### src/rtl/video_fetcher.sv
// video_fetcher: Wishbone master that bursts one scanline of halfwords from
// video memory into the line buffers. It keeps a running frame pointer that
// is reloaded at vertical sync and advances by LINE_WORDS on each burst.
module video_fetcher #(
  parameter int unsigned LINE_WORDS = 40
) (
  input  logic        CLK_I,
  input  logic        RST_I,
  input  logic        EN_I,
  input  logic        LINE_I,
  input  logic        VSYNC_I,
  input  logic [22:0] BASE_I,
  output logic [22:0] ADR_O,
  output logic        CYC_O,
  output logic        STB_O,
  input  logic        ACK_I,
  input  logic [15:0] DAT_I,
  output logic [5:0]  S_ADR_O,
  output logic [15:0] S_DAT_O,
  output logic        S_WE_O,
  output logic        BUSY_O,
  output logic        OVR_O
);

  localparam logic IDLE  = 1'b0;
  localparam logic FETCH = 1'b1;

  localparam logic [5:0] LAST = 6'(LINE_WORDS - 1);

  logic        state_q,  state_d;
  logic [22:0] ptr_q,    ptr_d;
  logic [5:0]  count_q,  count_d;
  logic        reload_q, reload_d;
  logic [5:0]  s_adr_q,  s_adr_d;
  logic [15:0] s_dat_q,  s_dat_d;
  logic        s_we_q,   s_we_d;
  logic        ovr_q,    ovr_d;

  // Next-state logic for the fetch sequencer, pointer and store port.
  always_comb begin
    state_d  = state_q;
    ptr_d    = ptr_q;
    count_d  = count_q;
    reload_d = reload_q;
    s_adr_d  = s_adr_q;
    s_dat_d  = s_dat_q;
    s_we_d   = 1'b0;
    ovr_d    = 1'b0;

    if (state_q == IDLE) begin
      // A reload in the same cycle as a line request takes effect first,
      // so the burst begins at the new base.
      if (VSYNC_I) begin
        ptr_d = BASE_I;
      end
      if (LINE_I && EN_I) begin
        state_d = FETCH;
        count_d = '0;
      end
    end else begin
      if (VSYNC_I) begin
        reload_d = 1'b1;
      end
      if (LINE_I) begin
        ovr_d = 1'b1;
      end
      if (ACK_I) begin
        s_dat_d = DAT_I;
        s_adr_d = count_q;
        s_we_d  = 1'b1;
        count_d = count_q + 6'd1;
        if (count_q == LAST) begin
          // A reload requested during this burst (or on its final edge)
          // replaces the usual advance once the line is complete.
          state_d  = IDLE;
          reload_d = 1'b0;
          ptr_d    = (reload_q || VSYNC_I) ? BASE_I : ptr_q + 23'd1;
        end else begin
          ptr_d = ptr_q + 23'd1;
        end
      end
    end
  end

  // State registers; asynchronous reset clears every output immediately.
  always_ff @(posedge CLK_I or negedge RST_I) begin
    if (!RST_I) begin
      state_q  <= IDLE;
      ptr_q    <= '0;
      count_q  <= '0;
      reload_q <= 1'b0;
      s_adr_q  <= '0;
      s_dat_q  <= '0;
      s_we_q   <= 1'b0;
      ovr_q    <= 1'b0;
    end else begin
      state_q  <= state_d;
      ptr_q    <= ptr_d;
      count_q  <= count_d;
      reload_q <= reload_d;
      s_adr_q  <= s_adr_d;
      s_dat_q  <= s_dat_d;
      s_we_q   <= s_we_d;
      ovr_q    <= ovr_d;
    end
  end

  assign ADR_O   = ptr_q;
  assign CYC_O   = (state_q == FETCH);
  assign STB_O   = (state_q == FETCH);
  assign BUSY_O  = (state_q == FETCH);
  assign S_ADR_O = s_adr_q;
  assign S_DAT_O = s_dat_q;
  assign S_WE_O  = s_we_q;
  assign OVR_O   = ovr_q;

endmodule

### config.mk
export PLATFORM = sky130hd
export DESIGN_NAME = video_fetcher
export DESIGN_NICKNAME = d
export VERILOG_FILES = /design/src/rtl/video_fetcher.sv
export SDC_FILE = /design/constraint.sdc
export NUM_CORES = 1
export LEC_CHECK = 0
export CORE_ASPECT_RATIO = 0.9
export CORE_MARGIN = 4
export CORE_UTILIZATION = 47
export CTS_BUF_LIST = sky130_fd_sc_hd__clkbuf_2 sky130_fd_sc_hd__clkbuf_4 sky130_fd_sc_hd__clkbuf_8
export CTS_CLUSTER_SIZE = 28
export DETAILED_ROUTE_END_ITERATION = 16
export GPL_ROUTABILITY_DRIVEN = 0
export HOLD_SLACK_MARGIN = 0.1
export PLACE_DENSITY_LB_ADDON = 0.2
export SYNTH_ARGS = -nofsm -noshare
export SYNTH_HDL_FRONTEND = slang
export SYNTH_SLANG_ARGS = --single-unit
### constraint.sdc
create_clock -name CLK_I -period 1.87 [get_ports CLK_I]
set_input_delay 0.561 -clock CLK_I [delete_from_list [all_inputs] [get_ports CLK_I]]
set_output_delay 0.561 -clock CLK_I [all_outputs]
set_load 0.01 [all_outputs]
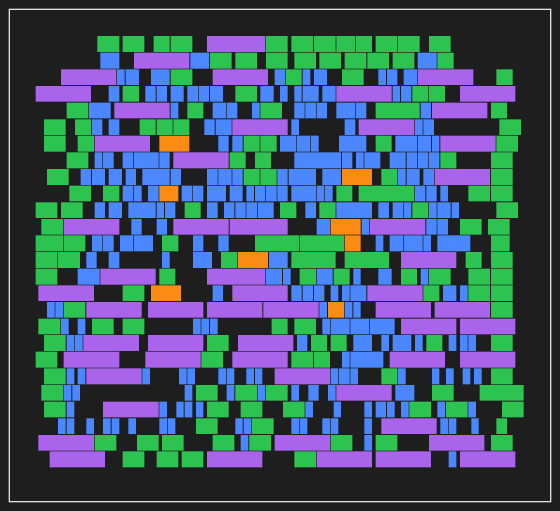
Run 1: cells coloured by class
[blue] combinational and other logic | cells: 241
[orange] clock drivers and dummy loads | cells: 8
[green] remaining buffers and delay cells | cells: 145
[purple] sequential cells | cells: 55

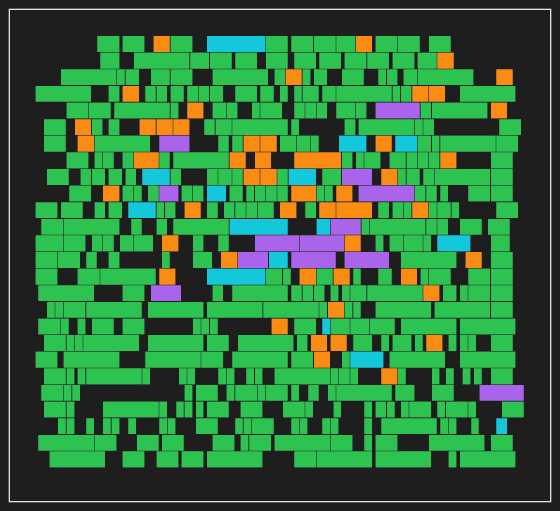
Run 1: cells by drive strength
[cyan] _2 cells | cells: 15 | share: 3.3%
[purple] _6 and larger | cells: 13 | share: 2.9%
[orange] _3 and _4 cells | cells: 50 | share: 11%
[green] _0 and _1 cells | cells: 371 | share: 83%

==> reports/qor.yml, run 1 <==
status:
  run_status: "complete, no violations"
cells_and_area:
  layout.non_clock_inverters: 9
  seq_cells: 55
  antennaDiodeCount: 0
  area_growth_pct: 55.86
  area_share_nonclk_buffers: 0.3311
  ff_latch_area_mm2: 0.001380
  clock_buffers: 6
  sh_comb_area: 0.2950
worst_setup_path:
  worst-endpoint-required_ns: 1.31
  rr_worst_depth: 8
  kind_of_capture_point_of_the_worst_setup_path: "output pin"
  endpoint: "ADR_O[2]"
  critPathSlowestCell: "sky130_fd_sc_hd__clkdlybuf4s50_1"
  critical_path.top_delay_family: "buffers and inverters"
  timing.rr.start: "count_q[0]"
place:
  hpwl_um: 5131
  numPlacedInstances: 489
timing:
  timing.max_slew.rel_slack: 0.7461
  final-max-slew-violation-count: 0
  finalHoldViolations: 0
yosys:
  synthesis.area_mm2: 0.002735
  synthTopCellsByArea: "sky130_fd_sc_hd__dfrtp_1 (50%), sky130_fd_sc_hd__nand2_1 (12%), sky130_fd_sc_hd__a21oi_1 (5.5%)"
  ys_cells: 316
  mappedNetlistNets: 363
  syn-instance-count: 316
  number_of_library_cell_types_mapped_by_synthesis: 46
  synthTopCellsByCount: "sky130_fd_sc_hd__nand2_1 (86), sky130_fd_sc_hd__dfrtp_1 (55), sky130_fd_sc_hd__a21oi_1 (30)"
  synth_top_area_share: 0.5032
  synth_area_leader_cell: "sky130_fd_sc_hd__dfrtp_1"
  yosys_warnings: 0
  enable_flop_cells: 0
floorplan:
  die_area_mm2: 0.007106
  tap_cells: 70
grt:
  maximum_number_of_pins_on_one_net_before_global_route_repair: 56
clocking:
  cts-hold-fix-buffers: 0
  cts_made_buffers: 5
drt:
  dr.first_iter.drc_count: 210
  totalWireLength_um: 7551
  firstDrtPassIters: 4
worst_hold_path:
  worst_hold_path_type: "primary input to async pin"
run:
  warnings: 26
  maxCapViolations: 0
pwr:
  power_leader: "combinational cells"
  seq-power_w: 0.00199
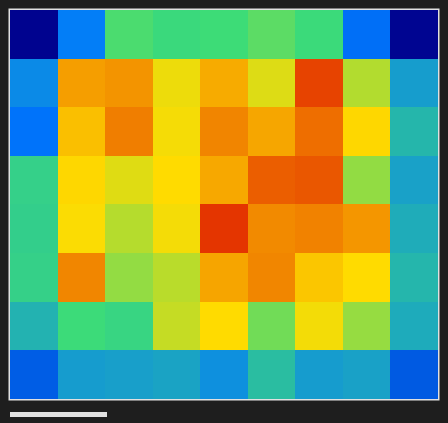
Run 1: cell density map
Bar = 20 um. 9 x 8 tiles, from dark blue (low) to red (high), 0 to 100% covered.
mean over tiles: 59%
fullest tile: 94%
tiles over 75% full: 35%
densest ninth of the die: centre
nearly empty tiles: 2.8%

run 1: stage by stage:
| step | hold WS [ns] | setup slack (ns) |
|---|---|---|
| floorplan | 0.2654 | 0.1512 |
| global placement | 0.4571 | -0.1851 |
| detailed placement | 0.4632 | -0.2152 |
| CTS | 0.2361 | 0.003761 |
| global route | 0.2311 | -0.01395 |
| finish | 0.2277 | 0.02456 |
run 1: timing repair:
action | 4_1_cts | 5_1_grt
cloned | 0 | 1
endpoints found under the setup margin | 10 | 22
buffers inserted | 7 | 14
gates resized | 5 | 8
pin swaps | 0 | 1
run 1: flip-flops by register name, indices dropped and copies added (netlist names):
signal	cells
S_DAT_O	16
OVR_O	1
S_WE_O	1
count_q	6
S_ADR_O	6
BUSY_O	1
ADR_O	23
reload_q	1
==> run 2: changes to the inputs <==
--- a/config.mk
+++ b/config.mk
@@ -5,6 +5,7 @@
 export SDC_FILE = /design/constraint.sdc
 export NUM_CORES = 1
 export LEC_CHECK = 0
+export CAP_MARGIN = 20
 export CORE_ASPECT_RATIO = 0.9
 export CORE_MARGIN = 4
 export CORE_UTILIZATION = 47
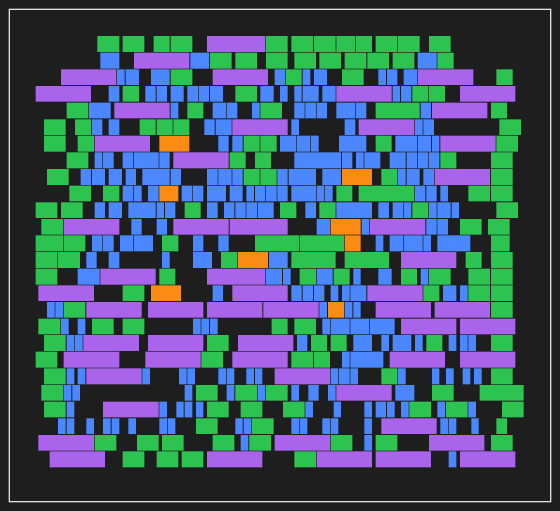
Run 2: cells coloured by class
[green] remaining buffers and delay cells | cells: 145
[orange] clock drivers and dummy loads | cells: 8
[blue] combinational and other logic | cells: 241
[purple] sequential cells | cells: 55

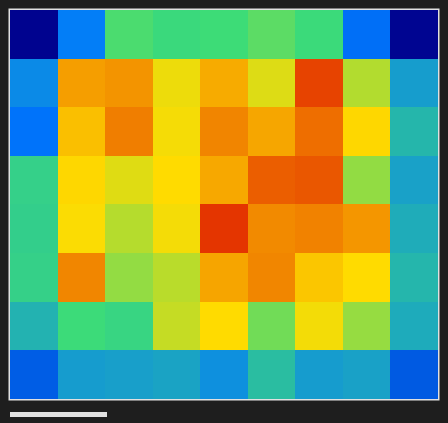
Run 2: cell density map
Bar = 20 um. 9 x 8 tiles, from dark blue (low) to red (high), 0 to 100% covered.
mean over tiles: 59%
fullest tile: 94%
densest ninth of the die: centre
nearly empty tiles: 2.8%
tiles over 75% full: 35%

==> reports/qor.yml, run 2 <==
status:
  run_status: "complete, no violations"
clocking:
  post_cts.repair.setup_buffers: 7  # unchanged
  cts_made_buffers: 5  # unchanged
  cts-hold-fix-buffers: 0  # unchanged
run:
  maxCapViolations: 0  # unchanged
cells_and_area:
  sh_comb_area: 0.2950  # unchanged
  seq_cells: 55  # unchanged
  largest_reg_flops: 23  # unchanged
  area_growth_pct: 55.86  # unchanged
  area_share_nonclk_buffers: 0.3311  # unchanged
worst_setup_path:
  kind_of_capture_point_of_the_worst_setup_path: "output pin"
  worst-endpoint-required_ns: 1.31  # about the same
timing:
  final-max-slew-violation-count: 0  # unchanged
  timing.max_slew.rel_slack: 0.7461  # unchanged
  timing.hold.ws_ns: 0.2277  # unchanged
place:
  pre_cts_slack_ns: -0.2152  # unchanged
  numPlacedInstances: 489  # unchanged
  hpwl_um: 5131  # unchanged
pwr:
  seq-power_w: 0.00199  # about the same
  power_leader: "combinational cells"
yosys:
  synth_area_leader_cell: "sky130_fd_sc_hd__dfrtp_1"
  mappedNetlistNets: 363  # unchanged
  enable_flop_cells: 0  # unchanged
  number_of_library_cell_types_mapped_by_synthesis: 46  # unchanged
  synthTopCellsByCount: "sky130_fd_sc_hd__nand2_1 (86), sky130_fd_sc_hd__dfrtp_1 (55), sky130_fd_sc_hd__a21oi_1 (30)"
  synthTopCellsByArea: "sky130_fd_sc_hd__dfrtp_1 (50%), sky130_fd_sc_hd__nand2_1 (12%), sky130_fd_sc_hd__a21oi_1 (5.5%)"
  syn-instance-count: 316  # unchanged
  synth_top_area_share: 0.5032  # unchanged
drt:
  dr.first_iter.drc_count: 210  # unchanged
grt:
  maximum_number_of_pins_on_one_net_before_global_route_repair: 56  # unchanged
==> run 2: cell counts after synthesis <==
Identical to the previous run, type by type.
==> run 2: cells by family (layout without fill, tap and decap cells) <==
logic type      after synthesis  in the layout  share of synthesized area
fa+ha+maj                     2              2                   0.009148
compound gates               80             80                     0.1738
simple gates                145            145                     0.2470
buf+inv                      29            162                    0.05032
mux                           1              1                   0.003660
xor+xnor                      4              4                    0.01281
flops                        55             55                     0.5032
==> run 2: path summary, 6_finish.rpt <==
kind,to,slack (ns),from
max,ADR_O[2],0.02,ADR_O[2]
min,S_ADR_O[3],0.23,RST_I
max reg2reg,ADR_O[19],0.11,count_q[0]
min reg2reg,S_ADR_O[4],0.48,S_ADR_O[4]
max in group asynchronous,ADR_O[15],1.37,RST_I
min in group CLK_I,S_ADR_O[4],0.48,S_ADR_O[4]
Power and IR drop assume default switching activity.
